===== src/rtl/button_debouncer.sv =====
// Per-channel synchronizer + debouncer producing clean levels and one-cycle press/release pulses.
// Define BUTTON_ACTIVE_LOW_EN to invert every raw pin (pin low = pressed).
module button_debouncer #(
  parameter int unsigned NUM_BUTTONS     = 5,
  parameter int unsigned SYNC_STAGES     = 2,
  parameter int unsigned DEBOUNCE_CYCLES = 742500
) (
  input  logic                   clk_in,
  input  logic                   reset_n_in,
  input  logic [NUM_BUTTONS-1:0] raw_in,
  output logic [NUM_BUTTONS-1:0] level_out,
  output logic [NUM_BUTTONS-1:0] press_pulse_out,
  output logic [NUM_BUTTONS-1:0] release_pulse_out
);

  localparam int unsigned CntW = $clog2(DEBOUNCE_CYCLES + 1);
  localparam logic [CntW-1:0] CntOne  = CntW'(1);
  localparam logic [CntW-1:0] CntLast = CntW'(DEBOUNCE_CYCLES - 1);

  typedef enum logic [1:0] {
    StStableLow,
    StWaitHigh,
    StStableHigh,
    StWaitLow
  } state_e;

  logic [NUM_BUTTONS-1:0] raw_cond;

`ifdef BUTTON_ACTIVE_LOW_EN
  assign raw_cond = ~raw_in;
`else
  assign raw_cond = raw_in;
`endif

  logic [SYNC_STAGES-1:0][NUM_BUTTONS-1:0] sync_q, sync_d;
  logic [NUM_BUTTONS-1:0]                  s;

  always_comb begin
    sync_d = {sync_q[SYNC_STAGES-2:0], raw_cond};
  end

  always_ff @(posedge clk_in or negedge reset_n_in) begin
    if (!reset_n_in) begin
      sync_q <= '0;
    end else begin
      sync_q <= sync_d;
    end
  end

  assign s = sync_q[SYNC_STAGES-1];

  for (genvar i = 0; i < NUM_BUTTONS; i++) begin : g_ch
    state_e          state_q, state_d;
    logic [CntW-1:0] cnt_q, cnt_d;
    logic            level_q, level_d;
    logic            press_q, press_d;
    logic            release_q, release_d;

    always_ff @(posedge clk_in or negedge reset_n_in) begin
      if (!reset_n_in) begin
        state_q   <= StStableLow;
        cnt_q     <= '0;
        level_q   <= 1'b0;
        press_q   <= 1'b0;
        release_q <= 1'b0;
      end else begin
        state_q   <= state_d;
        cnt_q     <= cnt_d;
        level_q   <= level_d;
        press_q   <= press_d;
        release_q <= release_d;
      end
    end

    // Any disagreeing sample during a wait drops back to the stable state, restarting the count.
    always_comb begin
      state_d = state_q;
      cnt_d   = cnt_q;
      unique case (state_q)
        StStableLow: begin
          if (s[i]) begin
            if (DEBOUNCE_CYCLES == 1) begin
              state_d = StStableHigh;
            end else begin
              state_d = StWaitHigh;
              cnt_d   = CntOne;
            end
          end
        end
        StWaitHigh: begin
          if (!s[i]) begin
            state_d = StStableLow;
            cnt_d   = '0;
          end else if (cnt_q == CntLast) begin
            state_d = StStableHigh;
            cnt_d   = '0;
          end else begin
            cnt_d = cnt_q + CntOne;
          end
        end
        StStableHigh: begin
          if (!s[i]) begin
            if (DEBOUNCE_CYCLES == 1) begin
              state_d = StStableLow;
            end else begin
              state_d = StWaitLow;
              cnt_d   = CntOne;
            end
          end
        end
        StWaitLow: begin
          if (s[i]) begin
            state_d = StStableHigh;
            cnt_d   = '0;
          end else if (cnt_q == CntLast) begin
            state_d = StStableLow;
            cnt_d   = '0;
          end else begin
            cnt_d = cnt_q + CntOne;
          end
        end
        default: begin
          state_d = StStableLow;
          cnt_d   = '0;
        end
      endcase
    end

    // level_q always tracks the current state, so edges of the next level give the pulses.
    always_comb begin
      level_d   = (state_d == StStableHigh) || (state_d == StWaitLow);
      press_d   = level_d & ~level_q;
      release_d = ~level_d & level_q;
    end

    assign level_out[i]         = level_q;
    assign press_pulse_out[i]   = press_q;
    assign release_pulse_out[i] = release_q;
  end

endmodule


===== config.mk =====
export PLATFORM = sky130hd
export DESIGN_NAME = button_debouncer
export DESIGN_NICKNAME = d
export VERILOG_FILES = /design/src/rtl/button_debouncer.sv
export SDC_FILE = /design/constraint.sdc
export NUM_CORES = 1
export LEC_CHECK = 0
export CAP_MARGIN = 20
export CORE_ASPECT_RATIO = 0.8
export CORE_MARGIN = 10
export CORE_UTILIZATION = 55
export DETAILED_ROUTE_END_ITERATION = 10
export PLACE_DENSITY = 0.84
export SYNTH_ARGS = -nofsm -noshare
export SYNTH_HDL_FRONTEND = slang
export SYNTH_SLANG_ARGS = --single-unit

===== constraint.sdc =====
create_clock -name clk_in -period 2.08 [get_ports clk_in]
set_input_delay 0.208 -clock clk_in [delete_from_list [all_inputs] [get_ports clk_in]]
set_output_delay 0.208 -clock clk_in [all_outputs]
set_load 0.01 [all_outputs]

Figure 1. Wiring by layer.
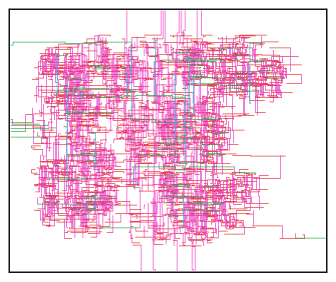
legend:
  cyan:
    layer: M4
    wire_length: 336 um
  green:
    layer: M3
    wire_length: 1020 um
  red:
    layer: M1
    wire_length: 7050 um
  magenta:
    layer: M2
    wire_length: 7880 um

Figure 2. Routed clock nets over the placement.
Bar = 50 um.
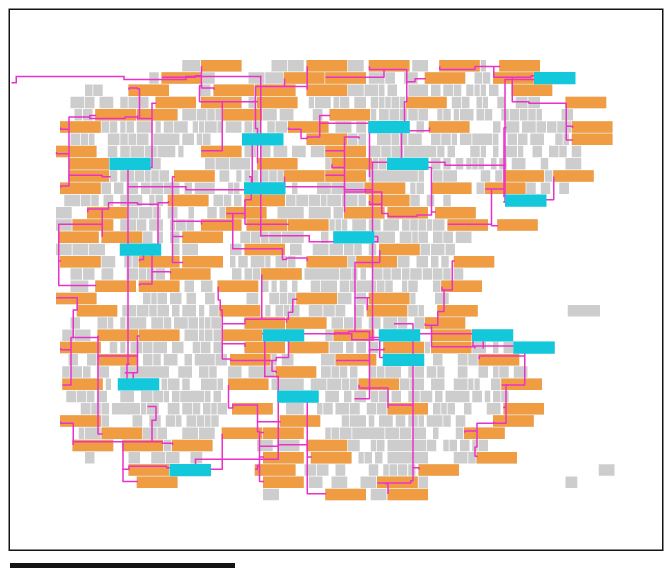
legend:
  magenta:
    item: clock wires
    length: 1710 um
  orange:
    item: flip-flops
    count: 131
  cyan:
    item: clock-net drivers
    count: 17
flops lie: all over the die
routed clock nets: 18

Figure 3. Flops by top-level scope.
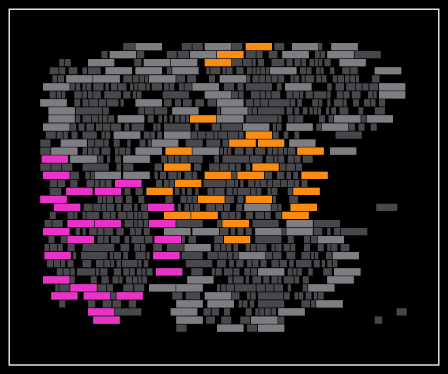
legend:
  orange:
    scope: g_ch[2]
    placed_flops: 25
    where: middle
  magenta:
    scope: g_ch[1]
    placed_flops: 24

==> impl_metrics.json <==
{
  "ys_area_mm2": 0.006852,
  "netSwitchingFraction_pct": 25.36,
  "grt_pass1_wl_mm": 27.14,
  "wl_mm": 16.28,
  "grt_pass1_vias": 5504,
  "end_kind": "register",
  "ctsHoldBuffers": 1,
  "crit_type": "register to register",
  "crit_start": "g_ch[3].cnt_q[11]",
  "crit_slowest_cell": "o31a_1",
  "top_area_cell": "dfrtp_1",
  "p_per_area_mw_per_mm2": 791.7,
  "synth.distinct_cells": 63,
  "fmax_ghz": 0.5092,
  "synthToLayoutAreaGrowth_pct": 17.02,
  "cp.required_ns": 2.37,
  "finClkSkew_ns": 0.007688,
  "antenna_found_initial": 0,
  "vias": 5948,
  "clkPwrFrac_pct": 46.9,
  "ir_drop_v": 0.0006017,
  "cts.sinks": 131,
  "drive_above_1_share_pct": 13.59,
  "clock_latency_ns": 0.43,
  "clk_pin_slew_ns": 0.06,
  "yosys_cells": 713,
  "synth_area_mm2": 0.006852,
  "grt_max_degree": 43,
  "min_path_type": "primary input to register",
  "netlist_top_cells_count": "dfrtp_1 (131), a31oi_1 (61), a21oi_1 (60), nand2_1 (60), nand3_1 (41)",
  "ff_type": "dfrtp_1",
  "holdPathStages": 1,
  "routabilityCongestion": 0.9116,
  "leakage_uw": 0.003371,
  "die_h_um": 119.8,
  "reg2reg_depth": 6,
  "std_cell_rows": 36,
  "initCoreUtil_pct": 56.13,
  "ys_ff": 131,
  "drc": 0,
  "insertedDiodeCount": 0,
  "grt_overflow_total": 0,
  "maxSlewViolCount": 0,
  "path_depth": 6,
  "io_pins": 22,
  "synth_nets": 725,
  "min_period_ns": 1.964,
  "arrival_ns": 2.26,
  "nets": 757,
  "max_cap_violations": 0,
  "status": "complete, no violations",
  "grt_use_total_pct": 19.02,
  "worstPathMaxFanout": 29,
  "timing.rr.start": "g_ch[3].cnt_q[11]",
  "via_per_inst": 6.403,
  "dp_hpwl_mm": 10.56,
  "lay_top_count": "dfrtp_1",
  "log.warning_count": 26,
  "top_cell": "dfrtp_1",
  "finalSetupTns_ns": 0,
  "avgSynthCellArea_um2": 9.609,
  "yosysWarnings": 0,
  "reg2reg_to": "g_ch[3].cnt_q[7]",
  "power_frac_comb_pct": 9.0,
  "port_buffers": 21,
  "tritoncts": "done",
  "hold_start": "raw_in[1]",
  "crit_path_cell_trace": "nor4b_1 > nand4_1 > o31a_1 > buf_12 > a41oi_1 > a31oi_1",
  "r2r_slack_ns": 0.12,
  "path_delay_family": "AND-OR/OR-AND gates",
  "nFillCells": 915,
  "syn-instance-count": 713,
  "hold_end": "sync_d[6]",
  "report.final.hold_viol_count": 0,
  "endpoint": "g_ch[3].cnt_q[7]",
  "root_buffer": "clkbuf_16",
  "clockBufferDepth": 2,
  "postCtsSetupBuffers": 0,
  "switching_power_uw": 1610,
  "coreArea_mm2": 0.01221,
  "final_core_util_pct": 65.68,
  "synthArstFlopShare_pct": 100.0,
  "seqPwrFrac_pct": 44.1,
  "dr.first_iter.drc_count": 653,
  "wl_per_cell_um": 17.52,
  "ys_seq_share_pct": 47.85,
  "cp_num_buf_inv": 1,
  "final_area_mm2": 0.008018,
  "die_area_mm2": 0.01735
}
==> metrics by stage <==
stage | hold slack, ns | setup slack, ns | cells | total power, uW
floorplan | -0.08759 | 0.1630 | 713 | 3118
global placement | 0.1380 | 0.1687 | 891 | 3327
detailed placement | 0.1490 | 0.01004 | 891 | 3369
CTS | 0.2070 | 0.02040 | 924 | 6334
global route | 0.2105 | -0.008193 | 929 | 6569
finish | 0.2165 | 0.1161 | 929 | 6347
==> kinds of logic after synthesis <==
| logic type | after synthesis | synth area share, % |
|---|---|---|
| simple gates | 281 | 23.59 |
| compound gates | 209 | 19.27 |
| flops | 131 | 47.85 |
| buf+inv | 65 | 5.168 |
| mux | 15 | 2.319 |
| xor+xnor | 7 | 0.8948 |
| fa+ha+maj | 5 | 0.9131 |
==> layer usage <==
metal / global-route usage (%) / wire [um] / vias to the layer above
met5: 0 / 0 / -
met4: 7.125 / 335 / 0
met3: 4.533 / 1018 / 40
met2: 29.93 / 7876 / 242
met1: 24.96 / 7049 / 2900
li1: - / - / 2766
==> area by class of cell <==
class / instances / area (um2) / area share (%)
Inverter: 15 / 56.30 / 0.7022
Timing Repair Buffer: 63 / 588.1 / 7.335
Clock buffer: 21 / 460.4 / 5.743
Clock inverter: 11 / 127.6 / 1.592
Multi-Input combinational cell: 517 / 3293 / 41.07
Sequential cell: 131 / 3278 / 40.89
Tap cell: 171 / 214.0 / 2.669
==> state kept, by name, indices dropped and copies added (netlist names) <==
name and flops:
g_ch.release_q 5, g_ch.press_q 5, sync_d 5, s 5, g_ch.level_q 5, g_ch.state_q 6
g_ch.cnt_q 100
==> power groups by stage <==
stage                     registers, uW  clock network, uW  logic [uW]
after floorplan                    2810                  0         306
after global routing               2810               3110         644
after detailed placement           2830                  0         543
after CTS                          2780               3000         547
final                              2800               2980         574
after global placement             2820                  0         506
Power and IR drop assume default switching activity.
